==> config.mk <==
export PLATFORM = sky130hd
export DESIGN_NAME = uart_tx_fifo
export DESIGN_NICKNAME = d
export VERILOG_FILES = /design/src/rtl/uart_tx_fifo.sv
export SDC_FILE = /design/constraint.sdc
export NUM_CORES = 1
export LEC_CHECK = 0
export ABC_AREA = 1
export CAP_MARGIN = 20
export CORE_MARGIN = 5
export CORE_UTILIZATION = 50
export CTS_CLUSTER_DIAMETER = 200
export DETAILED_ROUTE_END_ITERATION = 10
export PLACE_DENSITY_LB_ADDON = 0.1
export SYNTH_ARGS = -nofsm -noshare
export SYNTH_HDL_FRONTEND = slang
export SYNTH_SLANG_ARGS = --single-unit
==> constraint.sdc <==
create_clock -name Clk -period 4.4 [get_ports Clk]
set_input_delay 0.88 -clock Clk [delete_from_list [all_inputs] [get_ports Clk]]
set_output_delay 0.88 -clock Clk [all_outputs]
set_load 0.1 [all_outputs]
==> run_1/clock_map.png <==
Bar = 20 um.
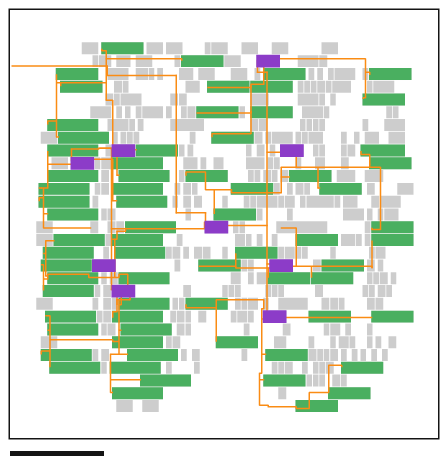
[green] flip-flops | count: 69
[purple] cells driving clock nets | count: 9
[orange] clock wires | length: 825 um
routed clock nets: 10
clock power share: 28.5%
Clock Skew: 8.59 ps
Latency at later pin: 340 ps
Clock group: 0.000481 W

==> run_1/cell_classes.png <==
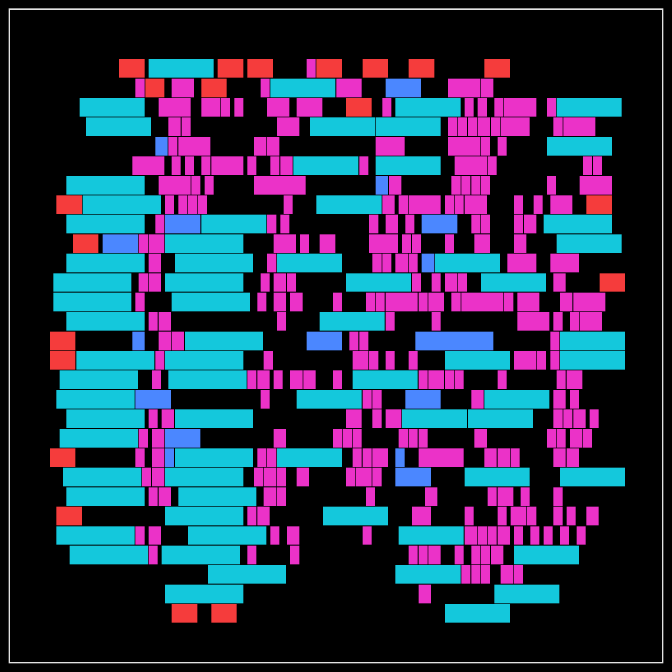
[magenta] all other logic | cells: 269 | share of their area: 38%
[blue] clock drivers and dummy loads | cells: 16 | share of their area: 5.0%
[cyan] flip-flops | cells: 69 | share of their area: 52%
[red] other buffers and delay cells | cells: 20 | share of their area: 5.4%
# rows: 29
area of the core: 6390 um^2
Post-Route Utilization: 58.7%

==> run_1/final_clocks.png <==
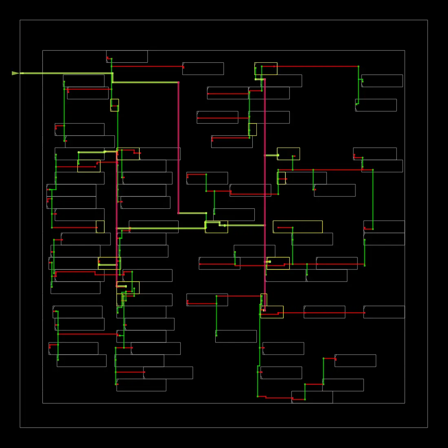
clkbuf count: 10
registers: 69
CTS Sinks: 69
Num CTS Buffers: 9

==> run_1/gate_families.png <==
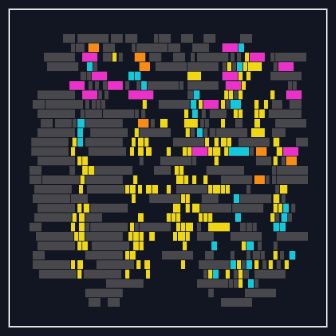
[orange] XOR/XNOR gates | cells: 7 | most used: xor2_1
[magenta] adder and majority cells | cells: 15 | most used: ha_1
[cyan] inverting AOI/OAI gates | cells: 28 | most used: o21ai_0 | where: spread over the die
[yellow] NAND gates | cells: 138 | most used: nand2_1
top logic cell by instance count in the layout: nand2_1
Comb area share: 33.3%
Non-Filler Instances: 451

==> qor.yml, run 1 <==
logic_synthesis:
  top_area_cell: "edfxtp_1"
  synth.cellmix.compoundShare_pct: 5.25
  synth_cells: 343
  synth.top_cell.area_share_pct: 29.2
  async_flop_share_pct: 53.6
  top_logic_kind: "simple AND/OR/NAND/NOR gates"
  synth-seq-cells: 69
  avgSynthCellArea_um2: 9.59
  mux_share_pct: 0
  synthSimpleGateAreaFrac_pct: 24.6
  yosys_area_um2: 3290
  ys_types: 35
  flop_cell: "dfrtp_1"
  area_leaders: "edfxtp_1 (29%), dfrtp_1 (27%), nand2_1 (11%)"
  synth-edff-count: 32
  post-synth-top-count-cell: "nand2_1"
  synth_area_um2: 3290
  syn_nets: 369
cells_and_area:
  regArea_um2: 1890
  fillers: 563
  clkCellAreaFrac_pct: 4.84
  nNetsFinal: 395
  area_delta_synth_final_pct: 14.0
  sh_seq_area_pct: 50.3
  inv_count: 37
  insertedDiodeCount: 0
  multi_input_comb_cells: 232
  logic_area_um2: 1250
  layout-drive-gt1-share_pct: 8.02
  nNonClkBuffers: 20
  final_area_um2: 3750
place:
  dpl-instance-area_um2: 3570
  routabilityCongestion: 0.739
  io_buffer_count: 19
  placed_cells: 435
  dpl.hpwl_um: 4060
  place_ws_ps: 1540
final_timing:
  rsz0062_at_grt: "no"
  hold_viol_final: 0
  post-route-min-period_ps: 3230
  whs_ps: 464
  max_freq_mhz: 310
  relSlewSlack_pct: 34.8
  setup_tns_ps: 0
  finalCritPeriodShare_pct: 73.4
  tightest_slew_ps: 975
  setup_viol: 0
  slew_violations: 0
global_route:
  antenna_found_initial: 0
  met2_usage_pct: 25.1
  grtUsageMet1_pct: 18.9
  grt-busiest-layer: "met2"
  grtUsageMet3_pct: 3.72
  grt-ovfl-total: 0
  grt_max_degree: 38
  grt_pass1_vias: 2218
  grtUsageTotal_pct: 15.1
  grt_pass1_wl_um: 10100
floorplanning:
  chip_area_um2: 8300
  tap_cells: 77
  die_h_um: 91.1
  fp_util_pct: 51.5
  ioPinCount: 20
clock_network:
  post-cts-setup-buffers: 0
  htreeDepth: 3
  cts_tree: "built"
  postCtsResizedCells: 0
  postCtsHoldBufs: 0
  cts_max_path_buffers: 2
critical_path:
  worst_setup_path_end_kind: "output pin"
  r2r_slack_ps: 1840
  path_class: "register to output pin"
  cp.depth: 4
  worstPathArrival_ps: 2350
  path_common_cell: "inv_1"
  cp_num_buf_inv: 3
  worstPathRequired_ps: 3520
  cpPeakStageDelay_ps: 1150
  ff2ff_path_depth: 14
  slowest_stage: "clkdlybuf4s50_1"
detailed_routing:
  wl_met3_um: 168
  drc: 0
  post_drt_wl_per_cell_um: 12.9
  topRoutingLayerUsed: "met4"
  wl_met1_um: 2650
  drt_first_pass_iters: 4
  dr_wl_met2_um: 2880
  num_vias: 2278
  drtIter0Drc: 101
  drt-total-wl_um: 5810
job:
  maxCapViolCount: 0
  warnings: 34
pwr:
  swShare_pct: 33.5
  switchingPower_w: 0.000564
  sequentialPowerShare_pct: 47.7
  powerComb_w: 0.000400
  power_leakage_nw: 1.67
  pg_seq_w: 0.000805
  combPwrFrac_pct: 23.7
  top_power_group: "registers"
  p_total_w: 0.00169
  power_density_nw_per_um2: 449
  vdd_drop_max_mv: 0.295
  internal-power_w: 0.00112
worst_hold_path:
  holdPathStages: 1
outcome:
  outcome: "finished, final reports clean"
==> run_1/registers.png <==
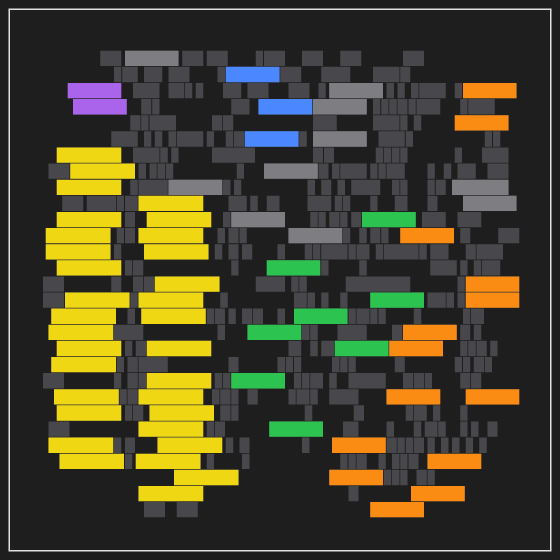

==> run 2, diff against run 1 <==
- clock period: 4.4 -> 2.85 ns (I/O delays scaled with it)
==> run_2/registers.png <==
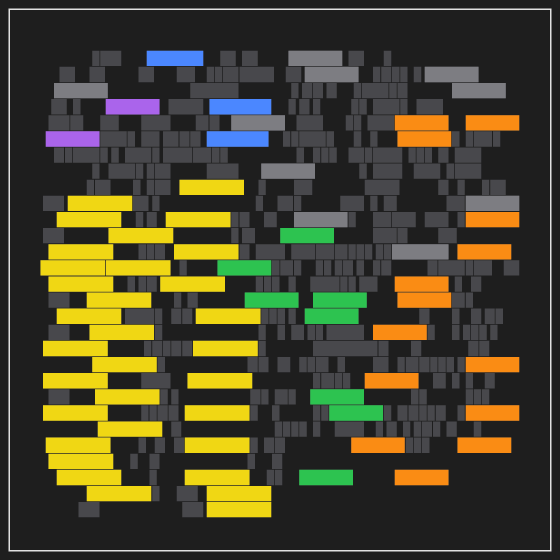
[yellow] `u_fifo.mem` | placed flops: 32
[green] `shift` | placed flops: 8 | where: center
[blue] `u_fifo.level` | placed flops: 3
[purple] `u_fifo.wr_ptr` | placed flops: 2
[orange] `baud_cnt` | placed flops: 14
not colored: 10
sequential cell power: 0.00127 W
Reg area: 1900 um^2
Post-Route Utilization: 59.7%
fraction of area in registers: 49.7%

==> qor.yml, run 2 <==
cells_and_area:
  multi_input_comb_cells: 232  # unchanged
  insertedDiodeCount: 0  # unchanged
  lay_top_count: "nand2_1"
  flops: 69  # unchanged
  fillers: 583  # +3.6%
  clkCellAreaFrac_pct: 5.21  # +0.38 points
  area_delta_synth_final_pct: 15.9
  layout-drive-gt1-share_pct: 13.7  # +5.7 points
  nNetsFinal: 400  # +1.3%
  logic_area_um2: 1270  # +1.6%
critical_path:
  path_class: "register to register"
  cp.depth: 14  # +10
  cp_num_buf_inv: 3  # unchanged
  slowest_stage: "dfrtp_1"
  ff2ff_path_depth: 14  # unchanged
  worst_setup_path_end_kind: "register"
  cpPeakStageDelay_ps: 420  # -730 ps
  worstPathRequired_ps: 3080  # -440 ps
global_route:
  met2_usage_pct: 25.8  # +0.78 points
  grtUsageMet1_pct: 21.2  # +2.3 points
  grt-busiest-layer: "met2"
  grt_max_degree: 38  # unchanged
  grt_pass1_vias: 2268  # +2.3%
  grtUsageMet3_pct: 3.06  # -0.66 points
  grt_pass1_wl_um: 10800  # +6.9%
  grt-ovfl-total: 0  # unchanged
  grtUsageTotal_pct: 16.0  # +0.89 points
job:
  maxCapViolCount: 0  # unchanged
  warnings: 34  # unchanged
worst_hold_path:
  holdPathStages: 1  # unchanged
floorplanning:
  rows: 29  # unchanged
  fp_util_pct: 51.5  # unchanged
  chip_area_um2: 8300  # unchanged
  core_area_um2: 6390  # unchanged
  tap_cells: 77  # unchanged
  ioPinCount: 20  # unchanged
pwr:
  power_density_nw_per_um2: 714  # +59%
  switchingPower_w: 0.000955  # +69%
  combPwrFrac_pct: 23.7  # about the same
  power_leakage_nw: 1.70  # +1.7%
  top_power_group: "registers"
  sequentialPowerShare_pct: 46.7  # -1.0 points
  powerComb_w: 0.000647  # +62%
  internal-power_w: 0.00177  # +58%
  p_clk_share_pct: 29.6  # +1.1 points
  p_total_w: 0.00273  # +62%
  vdd_drop_max_mv: 0.566  # +92%
  p_clk_w: 0.000807  # +68%
clock_network:
  cts_max_path_buffers: 2  # unchanged
  postCtsResizedCells: 0  # unchanged
  postCtsHoldBufs: 0  # unchanged
  htreeDepth: 3  # unchanged
  cts_buffers: 9  # unchanged
  cts.sinks: 69  # unchanged
  post-cts-setup-buffers: 0  # unchanged
logic_synthesis:
  synth_cells: 343  # unchanged
  post-synth-top-count-cell: "nand2_1"
  synth_area_um2: 3290  # unchanged
  synth-seq-cells: 69  # unchanged
  syn_nets: 369  # unchanged
  flop_cell: "dfrtp_1"
  mux_share_pct: 0  # unchanged
  top_logic_kind: "simple AND/OR/NAND/NOR gates"
  synthSimpleGateAreaFrac_pct: 24.6  # unchanged
  ys_types: 35  # unchanged
  synth-edff-count: 32  # unchanged
  area_leaders: "edfxtp_1 (29%), dfrtp_1 (27%), nand2_1 (11%)"
  yosys_area_um2: 3290  # unchanged
  async_flop_share_pct: 53.6  # unchanged
  synth.cellmix.compoundShare_pct: 5.25  # unchanged
detailed_routing:
  dr_wl_met2_um: 3020  # +4.6%
  drt-total-wl_um: 6180  # +6.4%
  drt_first_pass_iters: 4  # unchanged
  post_drt_wl_per_cell_um: 13.5  # +5.2%
  wl_met1_um: 2880  # +8.9%
  drc: 0  # unchanged
  drtIter0Drc: 122  # +21%
final_timing:
  skew_ps: 11.3  # +2.75 ps
  post-route-min-period_ps: 2430
  setup_tns_ps: 0  # unchanged
  whs_ps: 470  # +6.00 ps
  hold_viol_final: 0  # unchanged
  setup_viol: 0  # unchanged
  max_freq_mhz: 412
  relSlewSlack_pct: 67.7  # +33 points
  rsz0062_at_grt: "no"
  slew_violations: 0  # unchanged
  tightest_slew_ps: 481  # -494 ps
  finalCritPeriodShare_pct: 85.3
place:
  place_ws_ps: 416  # -1120 ps
  dpl.hpwl_um: 4190  # +3.3%
  dpl-instance-area_um2: 3620  # +1.3%
  routabilityCongestion: 0.776  # +5.1%
outcome:
  outcome: "finished, final reports clean"
==> run_2/gate_families.png <==
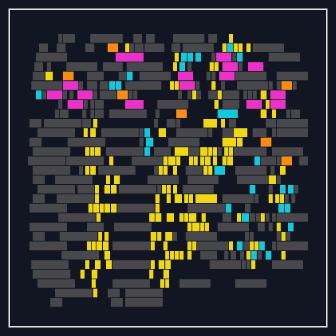
[orange] XOR/XNOR gates | cells: 7 | most used: xor2_1
[yellow] NAND gates | cells: 138 | most used: nand2_1
[magenta] adder and majority cells | cells: 15 | most used: ha_1
[cyan] inverting AOI/OAI gates | cells: 28 | most used: o21ai_0
Comb area share: 33.3%
Non-Filler Instances: 456

No activity file was given, so power comes from the tool's default toggle rates.
